Run 1, wiring heat map:
13 x 14 tiles, from dark blue (low) to red (high), scaled to the fullest tile. Values are wire area over tile area, all layers added.
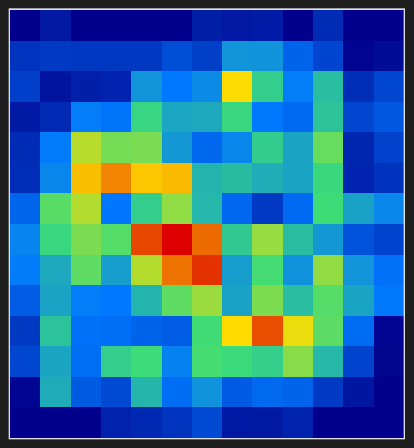
Run 1, clock distribution:
Scale bar: 20 um.
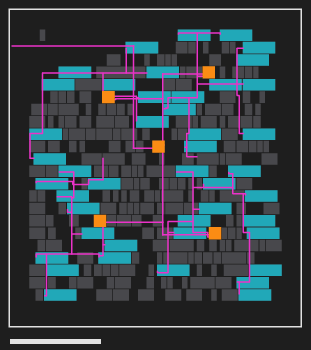
Run 1, cells by drive strength:
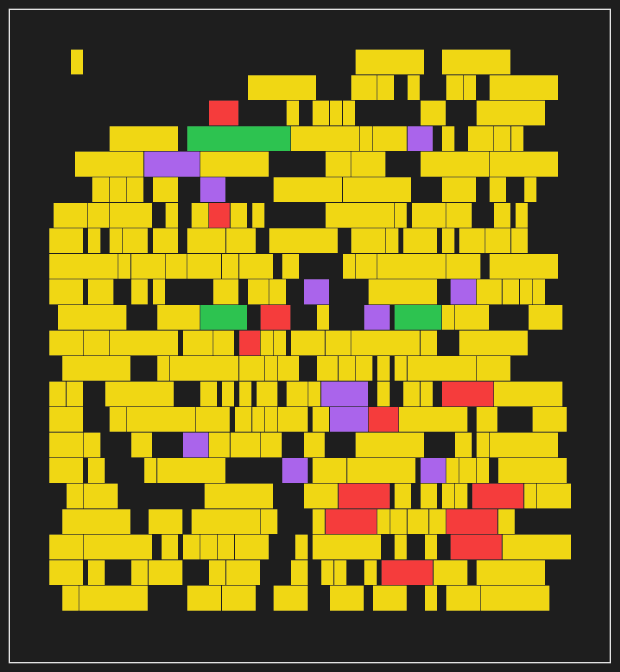
Run 1, placement view:
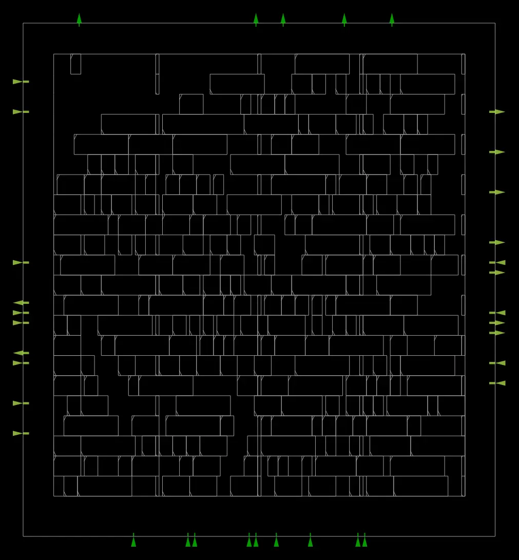
<file path="src/rtl/reg_file_master.sv">
// ============================================================================
// Module   : reg_file_master
// Purpose  : Serial initiator that turns parallel register requests into
//            strobe + serial address + serial data frames for a register-file
//            slave, and collects read data from DOUT.
// Option   : REG_FILE_MASTER_VERIFY_EN adds an automatic readback after writes.
// Revision : 1.0 - initial release
// ============================================================================
`default_nettype none

module reg_file_master #(
  parameter int ADDR_WIDTH = 8,
  parameter int DATA_WIDTH = 8,
  parameter int GAP_CYCLES = 1
) (
  input  logic                  CLK,
  input  logic                  RSTN,
  input  logic                  req_valid,
  output logic                  req_ready,
  input  logic                  req_wr,
  input  logic [ADDR_WIDTH-1:0] req_addr,
  input  logic [DATA_WIDTH-1:0] req_wdata,
  output logic                  rsp_valid,
  output logic [DATA_WIDTH-1:0] rsp_rdata,
  output logic                  rsp_err,
  output logic                  RD_EN,
  output logic                  WR_EN,
  output logic                  DIN,
  input  logic                  DOUT
);

  localparam logic [4:0] ADDR_LAST = 5'(ADDR_WIDTH - 1);
  localparam logic [4:0] DATA_LAST = 5'(DATA_WIDTH - 1);
  localparam logic [4:0] GAP_LAST  = 5'(GAP_CYCLES - 1);

  typedef enum logic [2:0] {
    S_IDLE   = 3'd0,
    S_STROBE = 3'd1,
    S_ADDR   = 3'd2,
    S_DATA   = 3'd3,
    S_GAP    = 3'd4
  } state_t;

  state_t                state;
  logic                  is_wr;
  logic [4:0]            cnt;
  logic [ADDR_WIDTH-1:0] addr_sr;
  logic [DATA_WIDTH-1:0] wdata_sr;
  logic [DATA_WIDTH-2:0] rdata_sr;
  logic [DATA_WIDTH-1:0] rdata_next;
  logic [4:0]            gap_last;

  assign req_ready  = (state == S_IDLE);
  assign rdata_next = {rdata_sr, DOUT};

`ifdef REG_FILE_MASTER_VERIFY_EN
  logic                  vpend;
  logic                  readback;
  logic                  err_q;
  logic [ADDR_WIDTH-1:0] addr_q;
  logic [DATA_WIDTH-1:0] wdata_q;

  assign rsp_err = err_q;
  // One extra gap cycle before the readback keeps its response at A+36+GAP.
  assign gap_last = vpend ? GAP_LAST + 5'd1 : GAP_LAST;
`else
  assign rsp_err  = 1'b0;
  assign gap_last = GAP_LAST;
`endif

  always_ff @(posedge CLK) begin
    if (!RSTN) begin
      state     <= S_IDLE;
      is_wr     <= 1'b0;
      cnt       <= '0;
      addr_sr   <= '0;
      wdata_sr  <= '0;
      rdata_sr  <= '0;
      RD_EN     <= 1'b0;
      WR_EN     <= 1'b0;
      DIN       <= 1'b0;
      rsp_valid <= 1'b0;
      rsp_rdata <= '0;
`ifdef REG_FILE_MASTER_VERIFY_EN
      vpend     <= 1'b0;
      readback  <= 1'b0;
      err_q     <= 1'b0;
      addr_q    <= '0;
      wdata_q   <= '0;
`endif
    end else begin
      rsp_valid <= 1'b0;
      case (state)
        S_IDLE: begin
          if (req_valid) begin
            state    <= S_STROBE;
            is_wr    <= req_wr;
            addr_sr  <= req_addr;
            wdata_sr <= req_wdata;
            WR_EN    <= req_wr;
            RD_EN    <= !req_wr;
            DIN      <= 1'b0;
            cnt      <= '0;
`ifdef REG_FILE_MASTER_VERIFY_EN
            addr_q   <= req_addr;
            wdata_q  <= req_wdata;
            readback <= 1'b0;
`endif
          end
        end
        S_STROBE: begin
          state   <= S_ADDR;
          RD_EN   <= 1'b0;
          WR_EN   <= 1'b0;
          DIN     <= addr_sr[ADDR_WIDTH-1];
          addr_sr <= {addr_sr[ADDR_WIDTH-2:0], 1'b0};
          cnt     <= '0;
        end
        S_ADDR: begin
          if (cnt == ADDR_LAST) begin
            state    <= S_DATA;
            cnt      <= '0;
            DIN      <= is_wr & wdata_sr[DATA_WIDTH-1];
            wdata_sr <= {wdata_sr[DATA_WIDTH-2:0], 1'b0};
          end else begin
            cnt     <= cnt + 5'd1;
            DIN     <= addr_sr[ADDR_WIDTH-1];
            addr_sr <= {addr_sr[ADDR_WIDTH-2:0], 1'b0};
          end
        end
        S_DATA: begin
          // DOUT is captured on every data edge; writes simply discard it.
          rdata_sr <= rdata_next[DATA_WIDTH-2:0];
          if (cnt == DATA_LAST) begin
            state <= S_GAP;
            cnt   <= '0;
            DIN   <= 1'b0;
`ifdef REG_FILE_MASTER_VERIFY_EN
            if (is_wr) begin
              vpend <= 1'b1;
            end else begin
              rsp_valid <= 1'b1;
              rsp_rdata <= rdata_next;
              err_q     <= readback && (rdata_next != wdata_q);
            end
`else
            rsp_valid <= 1'b1;
            rsp_rdata <= is_wr ? '0 : rdata_next;
`endif
          end else begin
            cnt      <= cnt + 5'd1;
            DIN      <= is_wr & wdata_sr[DATA_WIDTH-1];
            wdata_sr <= {wdata_sr[DATA_WIDTH-2:0], 1'b0};
          end
        end
        S_GAP: begin
          if (cnt == gap_last) begin
            cnt   <= '0;
            state <= S_IDLE;
`ifdef REG_FILE_MASTER_VERIFY_EN
            if (vpend) begin
              vpend    <= 1'b0;
              readback <= 1'b1;
              is_wr    <= 1'b0;
              addr_sr  <= addr_q;
              RD_EN    <= 1'b1;
              state    <= S_STROBE;
            end
`endif
          end else begin
            cnt <= cnt + 5'd1;
          end
        end
        default: state <= S_IDLE;
      endcase
    end
  end

endmodule

`default_nettype wire
</file>
<file path="config.mk">
export PLATFORM = sky130hd
export DESIGN_NAME = reg_file_master
export DESIGN_NICKNAME = d
export VERILOG_FILES = /design/src/rtl/reg_file_master.sv
export SDC_FILE = /design/constraint.sdc
export NUM_CORES = 1
export LEC_CHECK = 0
export CORE_ASPECT_RATIO = 1.1
export CORE_MARGIN = 4
export CORE_UTILIZATION = 60
export CTS_CLUSTER_SIZE = 8
export DETAILED_ROUTE_END_ITERATION = 10
export DONT_BUFFER_PORTS = 1
export HOLD_SLACK_MARGIN = 0.03
export PLACE_DENSITY = 0.76
export SLEW_MARGIN = 20
export SYNTH_ARGS = -nofsm -noshare
export SYNTH_HDL_FRONTEND = slang
export SYNTH_SLANG_ARGS = --single-unit
export TNS_END_PERCENT = 1
</file>
<file path="constraint.sdc">
create_clock -name CLK -period 2.5 [get_ports CLK]
set_clock_uncertainty 0.15 [all_clocks]
set_input_delay 0.25 -clock CLK [delete_from_list [all_inputs] [get_ports CLK]]
set_output_delay 0.25 -clock CLK [all_outputs]
set_load 0.01 [all_outputs]
</file>
==> impl_metrics.py, run 1 <==
# Physical implementation metrics
metrics = {
    "clock_tree": {
        "clk_pin_slew_ns": 0.12,
        "tritoncts": "built",
        "cts_buffers": 5,
        "total_clock_sinks": 44,
        "cts.root.buffer_cell": "sky130_fd_sc_hd__clkbuf_4",
    },
    "detailed_routing": {
        "detail-route-antenna-nets": 0,
        "drt_iter0_drc": 118,
    },
    "final_layout": {
        "layout.cells.largest_class": "multi-input combinational cells",
        "logic_gate_count": 169,
    },
    "setup_path": {
        "worst_ep_required_time_ns": 2.64,
        "crit_path_max_fanout": 16,
        "cp.arrival_ns": 2.34,
        "ff2ff_path_depth": 5,
    },
    "floorplanning": {
        "vert_die_dim_um": 69.5,
        "rows": 22,
    },
    "yosys": {
        "flops_after_synth": 44,
        "yosys.stat.seqShare_pct": 42.7,
        "yosys_cells": 232,
        "edff_count_synth": 0,
        "synthesis.instances": 232,
    },
    "place": {
        "hpwl_um": 2870,
        "placed_cells_incl_taps": 268,
        "placement.cell_area_um2": 2060,
    },
    "timing": {
        "final_critical_path_setup_slack_ns": 0.303,
    },
    "power_and_ir_drop": {
        "cellInternalPower_w": 0.00110,
        "power.leakage_nw": 0.894,
    },
    "min_path": {
        "worstHoldPathType": "primary input to flop",
    },
    "job": {
        "openroad.warnings": 27,
    },
    "status": {
        "run_status": "finished clean",
    },
    "global_route": {
        "initial_antenna_violation_count": 0,
    },
}
-- 'wiring heat map' (at the start) --
emptiest ninth of the die: upper left
nearly empty tiles: 10%
fullest tile: 0.52
mean over tiles: 0.16
densest ninth of the die: center
wire length per cell: 14.6 um
routed vias: 1712

-- 'clock distribution' (at the start) --
legend:
  cyan:
    item: flip-flops
    count: 44
  orange:
    item: clock-net drivers
    count: 5
  magenta:
    item: clock wires
    length: 463 um
routed clock nets: 6
flops lie: all over the die
proportion of power drawn by the clock network: 32.8%
worst-skew pair later-pin latency: 0.35 ns

-- 'cells by drive strength' (at the start) --
legend:
  purple:
    size: x3 and x4
    cells: 11
  yellow:
    size: x1 and smaller
    cells: 223
  red:
    size: x2
    cells: 12
  green:
    size: x6 and larger
    cells: 3
Area growth syn-to-layout: 14.9%
number of non-clock buffers in the layout: 24
Non-Filler Cell Area, Final: 2370 um2

-- 'placement view' (at the start) --
count of flip-flops and latches: 44
tapcell count: 48
Seq/total area: 37.2%

[run 1: cell families (layout without fill, tap and decap cells)]
| group | count (synthesis) | count (layout) | synth area share (%) |
|---|---|---|---|
| and+or+nand+nor | 94 | 94 | 23.9 |
| AOI/OAI and AO/OA | 55 | 55 | 19.1 |
| DFF | 44 | 44 | 42.7 |
| buffers and inverters | 19 | 36 | 4.67 |
| muxes | 16 | 16 | 7.77 |
| adders and majority gates | 2 | 2 | 1.21 |
| other | 1 | 1 | 0.182 |
| xor gates and xnor gates | 1 | 1 | 0.425 |
[run 1: registers in the layout, indices dropped and copies added (netlist names), 3 cells and up]
register,count
state,3
cnt,5
wdata_sr,8
rdata_sr,7
rsp_rdata,8
addr_sr,8
[run 1: metal layers]
metal / routed length (um) / track usage (%)
met1: 1880 / 25.4
met2: 2100 / 32.7
met3: 299 / 6.97
met4: 63 / 6.47
met5: 0 / 0
[run 1: power groups by stage]
stage	combinational, W	sequential [W]	clock, W
detailed placement	0.000180	0.000788	0
CTS	0.000209	0.000774	0.000498
global placement	0.000170	0.000786	0
global route	0.000233	0.000781	0.000533
floorplan	0.000165	0.000775	0
finish	0.000211	0.000774	0.000481
[run 1: final timing paths]
path,slack (ns),startpoint,to
worst max-delay path,0.30,state[1],WR_EN
worst min-delay path,0.09,req_valid,state[0]
worst min register to register,0.35,wdata_sr[0],wdata_sr[0]
worst max register to register,0.30,state[1],WR_EN
[run 1: critical path, cell delays in order, from the launching register on]
cell	delay, ns
sky130_fd_sc_hd__dfxtp_1	0.47
sky130_fd_sc_hd__or2_2	0.37
sky130_fd_sc_hd__nor2_1	0.30
sky130_fd_sc_hd__nand3_1	0.12
sky130_fd_sc_hd__dlygate4sd3_1	0.60
sky130_fd_sc_hd__a21oi_1	0.12
Run 1, where the registers sit:
Scale bar: 20 um.
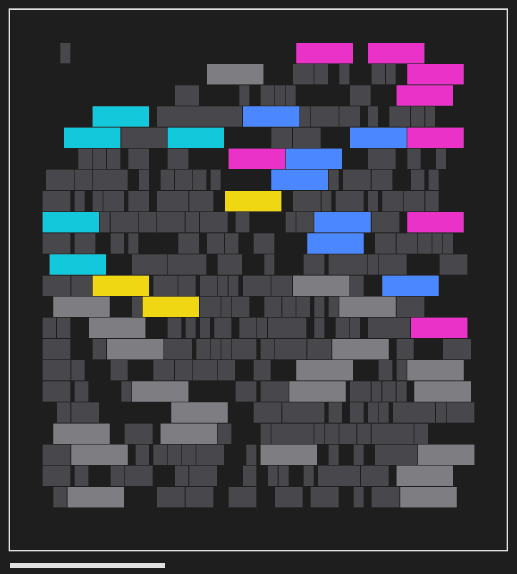

==> run 2: changes to the inputs <==
--- a/config.mk
+++ b/config.mk
@@ -7,12 +7,11 @@
 export LEC_CHECK = 0
 export CORE_ASPECT_RATIO = 1.1
 export CORE_MARGIN = 4
-export CORE_UTILIZATION = 60
+export CORE_UTILIZATION = 52
 export CTS_CLUSTER_SIZE = 8
 export DETAILED_ROUTE_END_ITERATION = 10
-export DONT_BUFFER_PORTS = 1
 export HOLD_SLACK_MARGIN = 0.03
-export PLACE_DENSITY = 0.76
+export PLACE_DENSITY = 0.78
 export SLEW_MARGIN = 20
 export SYNTH_ARGS = -nofsm -noshare
 export SYNTH_HDL_FRONTEND = slang
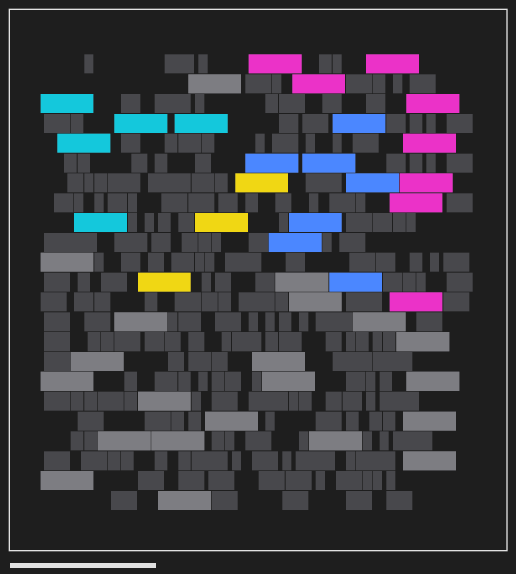
Run 2: where the registers sit
Scale bar: 20 um.
legend:
  yellow:
    name_in_the_netlist: `state`
    sequential_cells: 3
  blue:
    name_in_the_netlist: `rdata_sr`
    sequential_cells: 7
  magenta:
    name_in_the_netlist: `rsp_rdata`
    sequential_cells: 8
    where: upper right
  cyan:
    name_in_the_netlist: `cnt`
    sequential_cells: 5
    where: upper left
area of all sequential standard cells: 881 um2
final core area utilization: 67.6%
Seq/total area: 34.8%
sequential cell power: 0.000770 W

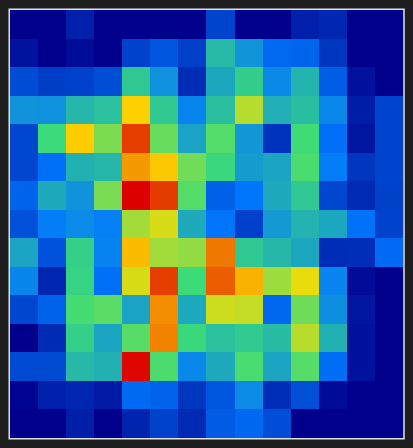
Run 2: wiring heat map
14 x 15 tiles, from dark blue (low) to red (high), scaled to the fullest tile. Values are wire area over tile area, all layers added.
Total Routing Usage GR: 17.9%
routed vias: 1716
final WL: 4070 um
wire length per cell: 12.9 um

==> run 2 against run 1 <==
Effect of this change: die area increased by 13%; final cell count increased by 6.1%; first-iteration DRC count decreased by 25%; combinational power increased by about 10%; routed wire length decreased by 6.3%; clock power decreased by 5.2%; core utilization decreased by 3.4 points; worst hold slack improved by 0.21 ns; register-to-register slack improved by 0.18 ns; count of clock-buffer cells in the layout decreased by 1; synthesized cell count unchanged; fmax decreased by 3.8%; critical endpoint is now req_ready.
==> impl_metrics.py, run 2 <==
# Physical implementation metrics
metrics = {
    "floorplanning": {
        "rows": 23,
        "vert_die_dim_um": 74.0,
    },
    "yosys": {
        "synthSimpleGateAreaFrac_pct": 23.9,
        "yosys-dominant-comb-family": "simple AND/OR/NAND/NOR gates",
        "edff_count_synth": 0,
        "synthXorXnorAreaFrac_pct": 0.425,
    },
    "final_layout": {
        "area_growth_syn_to_layout_pct": 22.8,
        "layout_top_registers": "addr_sr: 8 flops, rsp_rdata: 8 flops, wdata_sr: 8 flops",
    },
    "setup_path": {
        "family_with_the_most_delay_on_the_worst_path": "buffers and inverters",
        "worst-path-stages": 3,
        "worst_ep_required_time_ns": 2.10,
        "worst_path_max_delay_cell": "sky130_fd_sc_hd__clkdlybuf4s50_1",
        "timing.critical_path.to": "req_ready",
        "max_stage_delay_ns": 0.57,
        "timing.critical_path.from": "state[1]",
        "critical_path_cell_by_cell": "or2_2, nor2_1, clkdlybuf4s50_1",
    },
    "clock_tree": {
        "total_clock_sinks": 44,
        "cts_buffers": 5,
        "clk_pin_slew_ns": 0.08,
        "insertion_delay_ns": 0.29,
    },
    "status": {
        "run_status": "finished clean",
    },
    "min_path": {
        "worstHoldPathType": "flop to flop",
    },
    "global_route": {
        "initial_antenna_violation_count": 0,
    },
    "job": {
        "openroad.warnings": 27,
    },
}
-- run 2: cell counts after synthesis --
No cell type changed its count.
-- run 2: layout make-up --
cell class              count  share of cell area (%)
inverters                   4                   0.593
repair buffers             40                    15.6
well taps                  50                    2.47
clock inverters             2                   0.396
clock buffers               6                    3.26
flip-flops and latches     44                    34.8
multi-input cells         169                    42.8
-- run 2: through the flow --
step	power, W	instance area, um2	hold WS, ns	utilization (%)
3_3_place_gp	0.00101	2440	0.288	65.2
6_report	0.00146	2530	0.301	67.6
5_1_grt	0.00153	2530	0.320	67.6
3_5_place_dp	0.00102	2440	0.293	65.2
2_1_floorplan	0.000941	2060	0.244	-
4_1_cts	0.00148	2530	0.304	67.6
-- run 2: worst reg2reg max path, cell delays in order (launching register included) --
cell,delay [ns]
sky130_fd_sc_hd__dfxtp_1,0.41
sky130_fd_sc_hd__ha_1,0.27
sky130_fd_sc_hd__nand4bb_1,0.29
sky130_fd_sc_hd__a32o_1,0.50
sky130_fd_sc_hd__o21ai_0,0.22
sky130_fd_sc_hd__a21oi_1,0.06
-- run 2: power breakdown --
group / switching [W] / leakage (nW) / total [W] / internal (W)
Clock: 0.000235 / 0.0510 / 0.000456 / 0.000221
Combinational: 0.000114 / 0.545 / 0.000233 / 0.000119
Sequential: 0.0000304 / 0.359 / 0.000770 / 0.000740
Total: 0.000379 / 0.955 / 0.00146 / 0.00108
-- run 2: metal layers --
| metal | wire length (um) | GRT usage, % | share of wire (%) |
|---|---|---|---|
| met4 | 55 | 7.28 | 1.4 |
| met5 | 0 | 0 | 0 |
| met1 | 1840 | 21.0 | 45 |
| met3 | 149 | 4.53 | 3.7 |
| met2 | 2030 | 30.9 | 50 |
Run 2, placement view:
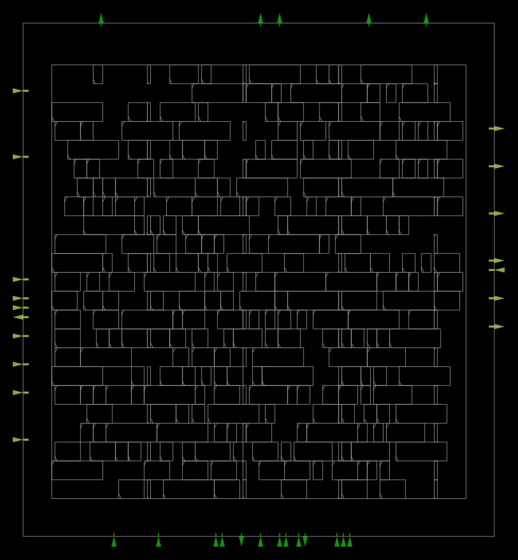

==> run 3: changes to the inputs <==
--- a/config.mk
+++ b/config.mk
@@ -6,7 +6,6 @@
 export NUM_CORES = 1
 export LEC_CHECK = 0
 export CORE_ASPECT_RATIO = 1.1
-export CORE_MARGIN = 4
 export CORE_UTILIZATION = 52
 export CTS_CLUSTER_SIZE = 8
 export DETAILED_ROUTE_END_ITERATION = 10
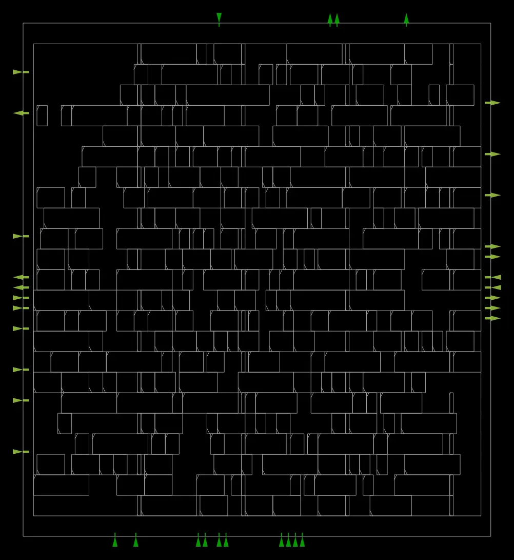
Run 3: placement view
Seq/total area: 34.7%
placement row count: 23

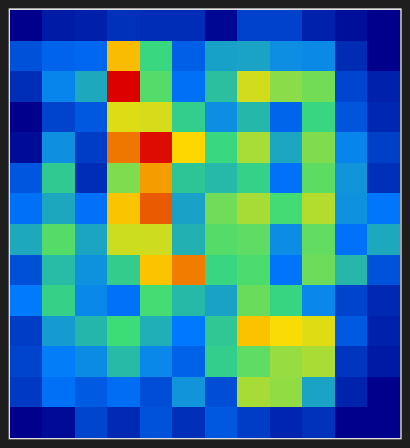
Run 3: wiring heat map
12 x 14 tiles, from dark blue (low) to red (high), scaled to the fullest tile. Values are wire area over tile area, all layers added.
nearly empty tiles: 5.4%
mean over tiles: 0.15
densest ninth of the die: center
fullest tile: 0.43
tiles over half the peak: 25%
Total Routing Usage GR: 20.9%
wire length per cell: 12.6 um
routed vias: 1703
final WL: 3960 um

==> run 3 against run 2 <==
Effect of this change: global-route usage is 3.0 points higher; worst hold slack better by 0.00051 ns; power rose by 5.1%; fmax is essentially flat; critical path depth stayed put; sequential cell count unchanged; register-to-register slack lost 0.06 ns; sequential power about the same; final cell count shrank 0.32%; cell area increased by 0.45%; largest cell class unchanged.
==> impl_metrics.py, run 3 <==
# Physical implementation metrics
metrics = {
    "place": {
        "placed_cells_incl_taps": 306,
        "hpwl_um": 2790,
    },
    "clock_tree": {
        "clk_pin_slew_ns": 0.09,
        "total_clock_sinks": 44,
        "tritoncts": "built",
        "insertion_delay_ns": 0.29,
        "cts_buffers": 5,
        "cts.root.buffer_cell": "sky130_fd_sc_hd__clkbuf_8",
    },
    "yosys": {
        "post_synth_adder_cell_area_pct": 1.21,
        "ys_types": 44,
        "synthesis.instances": 232,
        "yosys.stat.seqShare_pct": 42.7,
        "yosys-dominant-comb-family": "simple AND/OR/NAND/NOR gates",
        "flops_after_synth": 44,
        "synthXorXnorAreaFrac_pct": 0.425,
        "synth.mux.area_fraction_pct": 7.77,
        "synthSimpleGateAreaFrac_pct": 23.9,
        "yosys.area_share.aoi_pct": 19.1,
        "yosys_cells": 232,
        "edff_count_synth": 0,
    },
    "detailed_routing": {
        "drt_iter0_drc": 76,
        "detail-route-antenna-nets": 0,
        "first_pass_iters": 4,
    },
    "setup_path": {
        "family_with_the_most_delay_on_the_worst_path": "buffers and inverters",
        "timing.rr.end": "wdata_sr[3]",
        "worst_path_max_delay_cell": "sky130_fd_sc_hd__clkdlybuf4s50_1",
        "critPathBufInv": 1,
        "worst_flop_to_flop_path_startpoint": "state[1]",
        "r2r_setup_slack_ns": 0.42,
        "crit_path_max_fanout": 16,
        "critical_path_cell_by_cell": "or2_2, nor2_1, clkdlybuf4s50_1",
        "worst-path-stages": 3,
        "max_stage_delay_ns": 0.57,
        "worst_ep_required_time_ns": 2.10,
    },
    "status": {
        "run_status": "finished clean",
    },
    "min_path": {
        "worstHoldPathType": "flop to flop",
        "hp-start": "rsp_rdata[7]",
    },
    "final_layout": {
        "finalCoreUtilization_pct": 68.5,
        "layout_top_registers": "addr_sr: 8 flops, rsp_rdata: 8 flops, wdata_sr: 8 flops",
        "area_growth_syn_to_layout_pct": 23.3,
    },
    "job": {
        "max_cap_violations": 0,
        "openroad.warnings": 27,
    },
    "power_and_ir_drop": {
        "total_power_w": 0.00153,
        "power.leakage_nw": 0.953,
    },
    "floorplanning": {
        "vert_die_dim_um": 68.0,
    },
    "global_route": {
        "number_of_global_route_vias_before_repair": 1469,
        "initial_antenna_violation_count": 0,
    },
    "timing": {
        "final_critical_path_setup_slack_ns": 0.216,
    },
}
## run 3: worst max-delay path by stage
stage,from,end
floorplan,cnt[0],wdata_sr[1]
global placement,req_valid,wdata_sr[7]
detailed placement,req_valid,wdata_sr[6]
CTS,state[1],req_ready
global route,state[1],req_ready
finish,state[1],req_ready
## run 3: logic make-up after synthesis
logic type      Yosys count
compound gates           55
fa+ha+maj                 2
flops                    44
mux                      16
buf+inv                  19
other cells               1
xor+xnor                  1
simple gates             94
## run 3: per-layer routing
metal	global-route usage [%]	share of wire (%)	routed length, um	up-vias
li1	-	-	-	881
met1	26.6	48	1890	778
met2	33.2	47	1860	37
met3	4.73	3.6	142	7
met4	9.44	1.5	61	0
met5	0	0	0	-
## run 3: area by class of cell
cell class / instances / area (um2)
Clock buffer: 5 / 68.8
Fill cell: 304 / 1170
Multi-Input combinational cell: 169 / 1080
Clock inverter: 3 / 42.5
Inverter: 4 / 15.0
Sequential cell: 44 / 881
Tap cell: 50 / 62.6
Timing Repair Buffer: 39 / 388
## run 3: power by group
part	total, W	leakage [nW]	internal, W	switching (W)
Sequential	0.000770	0.359	0.000740	0.0000304
Combinational	0.000228	0.540	0.000115	0.000113
Clock	0.000535	0.0541	0.000296	0.000239
Total	0.00153	0.953	0.00115	0.000383
## run 3: worst register-to-register path, delay by kind of cell (launching register included)
family	cells	cell delay, ns
AOI/OAI and AO/OA	2	0.33
and+or+nand+nor	2	1.00
DFF	1	0.46
## run 3: per-stage QoR
step,cell area [um2],hold WS [ns]
global route,2540,0.319
floorplan,2060,0.244
finish,2540,0.301
global placement,2430,0.289
CTS,2540,0.304
detailed placement,2430,0.294
Power figures rest on the tool's default switching activity, not on a simulated workload.
